Fig. 1: clock routing
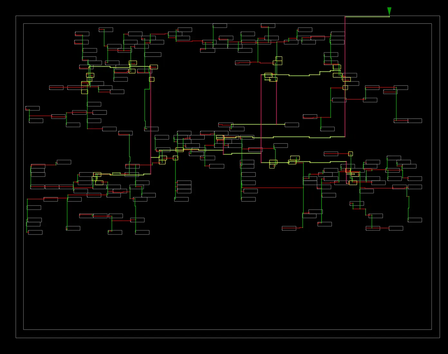
Fig. 2: where the registers sit
(1.5 px per um)
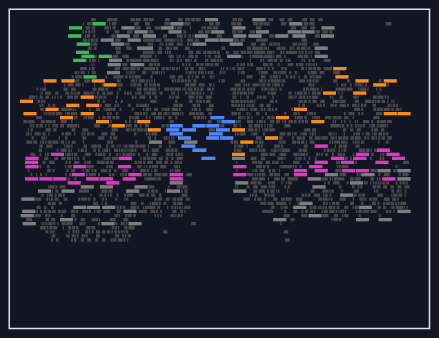
Fig. 3: placement density heat map
(1.5 px per um) 28 x 21 tiles, from black (low) to pale yellow (high), 0 to 100% covered.
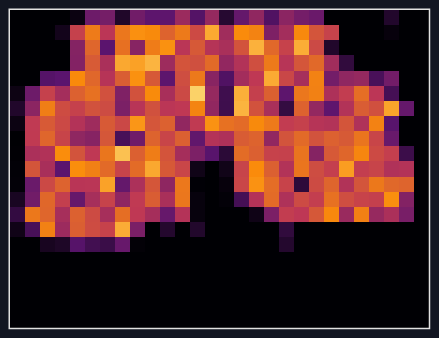
$ cat src/rtl/audiodac_dsmod_mc_pkg.sv
// Shared constants and helpers for the multi-channel delta-sigma modulator.
// Holds OSR codes, loop-order encoding, the mute scale code and the dither LFSR taps.
package audiodac_dsmod_mc_pkg;

    localparam logic [2:0] OSR_32  = 3'd0;
    localparam logic [2:0] OSR_64  = 3'd1;
    localparam logic [2:0] OSR_128 = 3'd2;
    localparam logic [2:0] OSR_256 = 3'd3;
    localparam logic [2:0] OSR_512 = 3'd4;

    typedef enum logic {
        MODE_ORD1 = 1'b0,
        MODE_ORD2 = 1'b1
    } mode_e;

    localparam logic [3:0] SCALE_OFF = 4'd15;

    // Fibonacci taps 16,14,13,11 expressed as bit positions 15,13,12,10.
    localparam logic [15:0] LFSR_TAPS = 16'hB400;

    function automatic logic [8:0] osr_reload(input logic [2:0] osr);
        case (osr)
            OSR_32:  return 9'd31;
            OSR_64:  return 9'd63;
            OSR_128: return 9'd127;
            OSR_256: return 9'd255;
            default: return 9'd511;
        endcase
    endfunction

    function automatic logic [15:0] lfsr_next(input logic [15:0] s);
        return {s[14:0], ^(s & LFSR_TAPS)};
    endfunction

endpackage

$ cat src/rtl/audiodac_dsmod_mc_core.sv
// One modulator channel: offset removal, 6 dB-step scaling, dither, and
// a 1st-order carry loop plus a 2nd-order error-feedback loop with saturating integrators.
module audiodac_dsmod_mc_core
    import audiodac_dsmod_mc_pkg::*;
#(
    parameter int BW = 16
) (
    input  logic          clk_i,
    input  logic          rst_n_i,
    input  logic [BW-1:0] hold_i,
    input  logic [3:0]    scale_i,
    input  mode_e         mode_i,
    input  logic          dither_en_i,
    input  logic          dither_bit_i,
    input  logic          int_clr_i,
    output logic          ds_o
);

    localparam int IW = BW + 3;
    localparam int EW = BW + 5;

    localparam logic [BW:0]          MID_X  = {2'b01, {(BW-1){1'b0}}};
    localparam logic signed [BW+1:0] X_MAX  = {3'b000, {(BW-1){1'b1}}};
    localparam logic signed [BW+1:0] X_MIN  = {3'b111, {(BW-1){1'b0}}};
    localparam logic signed [BW+1:0] DITH_P = {{(BW+1){1'b0}}, 1'b1};
    localparam logic signed [BW+1:0] DITH_N = {(BW+2){1'b1}};
    localparam logic signed [EW-1:0] FB_P   = {5'b00000, 1'b1, {(BW-1){1'b0}}};
    localparam logic signed [EW-1:0] FB_N   = {6'b111111, {(BW-1){1'b0}}};
    localparam logic signed [EW-1:0] I_MAX  = {4'b0000, {(BW+1){1'b1}}};
    localparam logic signed [EW-1:0] I_MIN  = {4'b1111, {BW{1'b0}}, 1'b1};

    logic [BW-1:0]        a1_q, a1_d;
    logic signed [IW-1:0] i1_q, i1_d, i2_q, i2_d;
    logic                 ds_q, ds_d;

    logic signed [BW:0]   diff, shifted, x_scl, x;
    logic signed [BW+1:0] x_dit;
    logic [BW-1:0]        xu;
    logic [BW:0]          sum1;
    logic signed [EW-1:0] x_e, i1_e, i2_e, fb, s1, s2;
    logic signed [IW-1:0] i1_n, i2_n;

    function automatic logic signed [IW-1:0] sat_i(input logic signed [EW-1:0] v);
        if (v > I_MAX)      return I_MAX[IW-1:0];
        else if (v < I_MIN) return I_MIN[IW-1:0];
        else                return v[IW-1:0];
    endfunction

    always_comb begin
        diff    = $signed({1'b0, hold_i}) - $signed(MID_X);
        shifted = diff >>> scale_i;
        x_scl   = (scale_i == SCALE_OFF) ? '0 : shifted;
        x_dit   = {x_scl[BW], x_scl};
        if (dither_en_i) begin
            x_dit = x_dit + (dither_bit_i ? DITH_P : DITH_N);
        end
        if (x_dit > X_MAX)      x = X_MAX[BW:0];
        else if (x_dit < X_MIN) x = X_MIN[BW:0];
        else                    x = x_dit[BW:0];

        // x + MID over BW bits is just the sign bit flipped.
        xu   = {~x[BW-1], x[BW-2:0]};
        sum1 = {1'b0, xu} + {1'b0, a1_q};

        x_e  = {{4{x[BW]}}, x};
        i1_e = {{2{i1_q[IW-1]}}, i1_q};
        i2_e = {{2{i2_q[IW-1]}}, i2_q};
        fb   = ds_q ? FB_P : FB_N;
        s1   = i1_e + x_e - fb;
        s2   = i2_e + i1_e - fb;
        i1_n = sat_i(s1);
        i2_n = sat_i(s2);

        a1_d = a1_q;
        i1_d = i1_q;
        i2_d = i2_q;
        if (int_clr_i) begin
            a1_d = '0;
            i1_d = '0;
            i2_d = '0;
        end else if (mode_i == MODE_ORD2) begin
            a1_d = '0;
            i1_d = i1_n;
            i2_d = i2_n;
        end else begin
            a1_d = sum1[BW-1:0];
            i1_d = '0;
            i2_d = '0;
        end
        ds_d = (mode_i == MODE_ORD2) ? ~i2_n[IW-1] : sum1[BW];
    end

    always_ff @(posedge clk_i or negedge rst_n_i) begin
        if (!rst_n_i) begin
            a1_q <= '0;
            i1_q <= '0;
            i2_q <= '0;
            ds_q <= 1'b0;
        end else begin
            a1_q <= a1_d;
            i1_q <= i1_d;
            i2_q <= i2_d;
            ds_q <= ds_d;
        end
    end

    assign ds_o = ds_q;

endmodule

$ cat src/rtl/audiodac_dsmod_mc.sv
// Multi-channel delta-sigma modulator top: sample fetch counter, scale ramp,
// mode tracking, shared dither LFSR and sticky underrun flag around NCH channel cores.
module audiodac_dsmod_mc
    import audiodac_dsmod_mc_pkg::*;
#(
    parameter int          BW        = 16,
    parameter int          NCH       = 2,
    parameter logic [15:0] LFSR_SEED = 16'hACE1
) (
    input  logic              clk_i,
    input  logic              rst_n_i,
    input  logic [NCH*BW-1:0] data_i,
    input  logic              data_vld_i,
    output logic              data_rd_o,
    output logic [NCH-1:0]    ds_o,
    output logic [NCH-1:0]    ds_n_o,
    input  logic              mode_i,
    input  logic [3:0]        scale_i,
    input  logic [2:0]        osr_i,
    input  logic              dither_en_i,
    output logic              underrun_o,
    input  logic              underrun_clr_i
);

    localparam logic [BW-1:0] MID = {1'b1, {(BW-1){1'b0}}};

    logic [8:0]        fetch_ctr_q, fetch_ctr_d;
    logic [NCH*BW-1:0] hold_q, hold_d;
    logic [3:0]        eff_scale_q, eff_scale_d;
    mode_e             mode_q, mode_d;
    logic [15:0]       lfsr_q, lfsr_d;
    logic              underrun_q, underrun_d;
    logic              boundary, int_clr;
    logic [NCH-1:0]    ds_bits;

    // Fetch handshake: data_rd_o is a combinational strobe at every sample boundary;
    // a frame is consumed iff data_rd_o && data_vld_i in the same cycle, otherwise
    // the held frame repeats and the underrun flag is set.
    assign boundary  = (fetch_ctr_q == 9'd0);
    assign data_rd_o = boundary;

    always_comb begin
        fetch_ctr_d = boundary ? osr_reload(osr_i) : fetch_ctr_q - 9'd1;
        hold_d      = (boundary && data_vld_i) ? data_i : hold_q;

        eff_scale_d = eff_scale_q;
        if (boundary) begin
            if (eff_scale_q < scale_i)      eff_scale_d = eff_scale_q + 4'd1;
            else if (eff_scale_q > scale_i) eff_scale_d = eff_scale_q - 4'd1;
        end

        mode_d  = boundary ? mode_e'(mode_i) : mode_q;
        int_clr = boundary && (mode_e'(mode_i) != mode_q);
        lfsr_d  = lfsr_next(lfsr_q);

        if (boundary && !data_vld_i) underrun_d = 1'b1;
        else if (underrun_clr_i)     underrun_d = 1'b0;
        else                         underrun_d = underrun_q;
    end

    always_ff @(posedge clk_i or negedge rst_n_i) begin
        if (!rst_n_i) begin
            fetch_ctr_q <= '0;
            hold_q      <= {NCH{MID}};
            eff_scale_q <= SCALE_OFF;
            mode_q      <= MODE_ORD1;
            lfsr_q      <= LFSR_SEED;
            underrun_q  <= 1'b0;
        end else begin
            fetch_ctr_q <= fetch_ctr_d;
            hold_q      <= hold_d;
            eff_scale_q <= eff_scale_d;
            mode_q      <= mode_d;
            lfsr_q      <= lfsr_d;
            underrun_q  <= underrun_d;
        end
    end

    for (genvar ch = 0; ch < NCH; ch++) begin : g_ch
        audiodac_dsmod_mc_core #(.BW(BW)) u_core (
            .clk_i       (clk_i),
            .rst_n_i     (rst_n_i),
            .hold_i      (hold_q[ch*BW +: BW]),
            .scale_i     (eff_scale_q),
            .mode_i      (mode_q),
            .dither_en_i (dither_en_i),
            .dither_bit_i(lfsr_q[0]),
            .int_clr_i   (int_clr),
            .ds_o        (ds_bits[ch])
        );
    end

    assign ds_o       = ds_bits;
    assign ds_n_o     = ~ds_bits;
    assign underrun_o = underrun_q;

endmodule
$ cat config.mk
export PLATFORM = sky130hd
export DESIGN_NAME = audiodac_dsmod_mc
export DESIGN_NICKNAME = d
export VERILOG_FILES = /design/src/rtl/audiodac_dsmod_mc_pkg.sv /design/src/rtl/audiodac_dsmod_mc_core.sv /design/src/rtl/audiodac_dsmod_mc.sv
export SDC_FILE = /design/constraint.sdc
export NUM_CORES = 1
export LEC_CHECK = 0
export CAP_MARGIN = 20
export CORE_ASPECT_RATIO = 0.75
export CORE_MARGIN = 5
export CORE_UTILIZATION = 30
export CTS_BUF_LIST = sky130_fd_sc_hd__clkbuf_4 sky130_fd_sc_hd__clkbuf_8
export CTS_CLUSTER_DIAMETER = 80
export CTS_CLUSTER_SIZE = 10
export DETAILED_ROUTE_END_ITERATION = 10
export SYNTH_ARGS = -nofsm -noshare
export SYNTH_HDL_FRONTEND = slang
export SYNTH_SLANG_ARGS = --single-unit
$ cat constraint.sdc
create_clock -name clk_i -period 11 [get_ports clk_i]
set_clock_uncertainty 0.15 [all_clocks]
set_input_delay 1.65 -clock clk_i [delete_from_list [all_inputs] [get_ports clk_i]]
set_output_delay 1.65 -clock clk_i [all_outputs]
set_load 0.02 [all_outputs]
==> flow_summary.yaml <==
# implementation run metrics
run_status:
  status: "completed"
clocking:
  hold_buffers: 0
  cts_buffer_depth: 2
layout:
  syn_to_final_growth_pct: 10.0
  inverters_excl_clock: 104
  logic_gates: 1529
  comb_area_share_pct: 62.9
synth:
  yosys.area_share.aoi_pct: 23.5
  ys_area_mm2: 0.0163
  yosysSeqAreaShare_pct: 26.7
  async_flop_share_pct: 100
  synthDistinctLibCells: 95
  yosys_register_bits: 173
grt:
  grt_usage_pct: 14.3
  top_usage_layer: "met1"
critical_path:
  cp-start-kind: "flip-flop"
  arrival_ns: 10.47
  critical_path.slowest_cell: "dfstp_2"
  crit_cells: 38
power:
  peakVddDrop_v: 0.000348
  power.leakage_nw: 7.56
  top_power_group: "combinational cells"
drt:
  met1_length_um: 22200
  route.detailed.drc: 0
final_timing:
  worstMarginPinSlew_ns: 0.994
  post-route-min-period_ns: 10.26
  rsz0062_at_grt: "no"
worst_hold_path:
  hold_path_depth: 0
place:
  io_buffers: 50
floorplanning:
  die-width_um: 279
## Picture notes: Fig. 1
Clock Sinks: 173
P_clk: 0.000471 W
registers: 173
total CTS buffers: 17
clk_lat worst skew: 0.52 ns

## Picture notes: Fig. 2
- g_ch.u_core.a1_q: orange (sequential cells 32)
- fetch_ctr_q: green (sequential cells 9; where top left)
- lfsr_q: blue (sequential cells 16; where middle)
- g_ch.u_core.i1_q: magenta (sequential cells 38; where a horizontal strip, middle)
Finished Core Util: 33.2%
Seq power: 0.000962 W
Flop area: 0.00435 mm2
sequential cell area share: 24.3%

## Picture notes: Fig. 3
- mean over tiles: 29%
- fullest tile: 90%
- emptiest ninth of the die: bottom right
- tiles over 75% full: 4.3%
- nearly empty tiles: 42%
CORE AREA: 0.0541 mm2
FP Util: 30.1%

Power figures rest on the tool's default switching activity, not on a simulated workload.
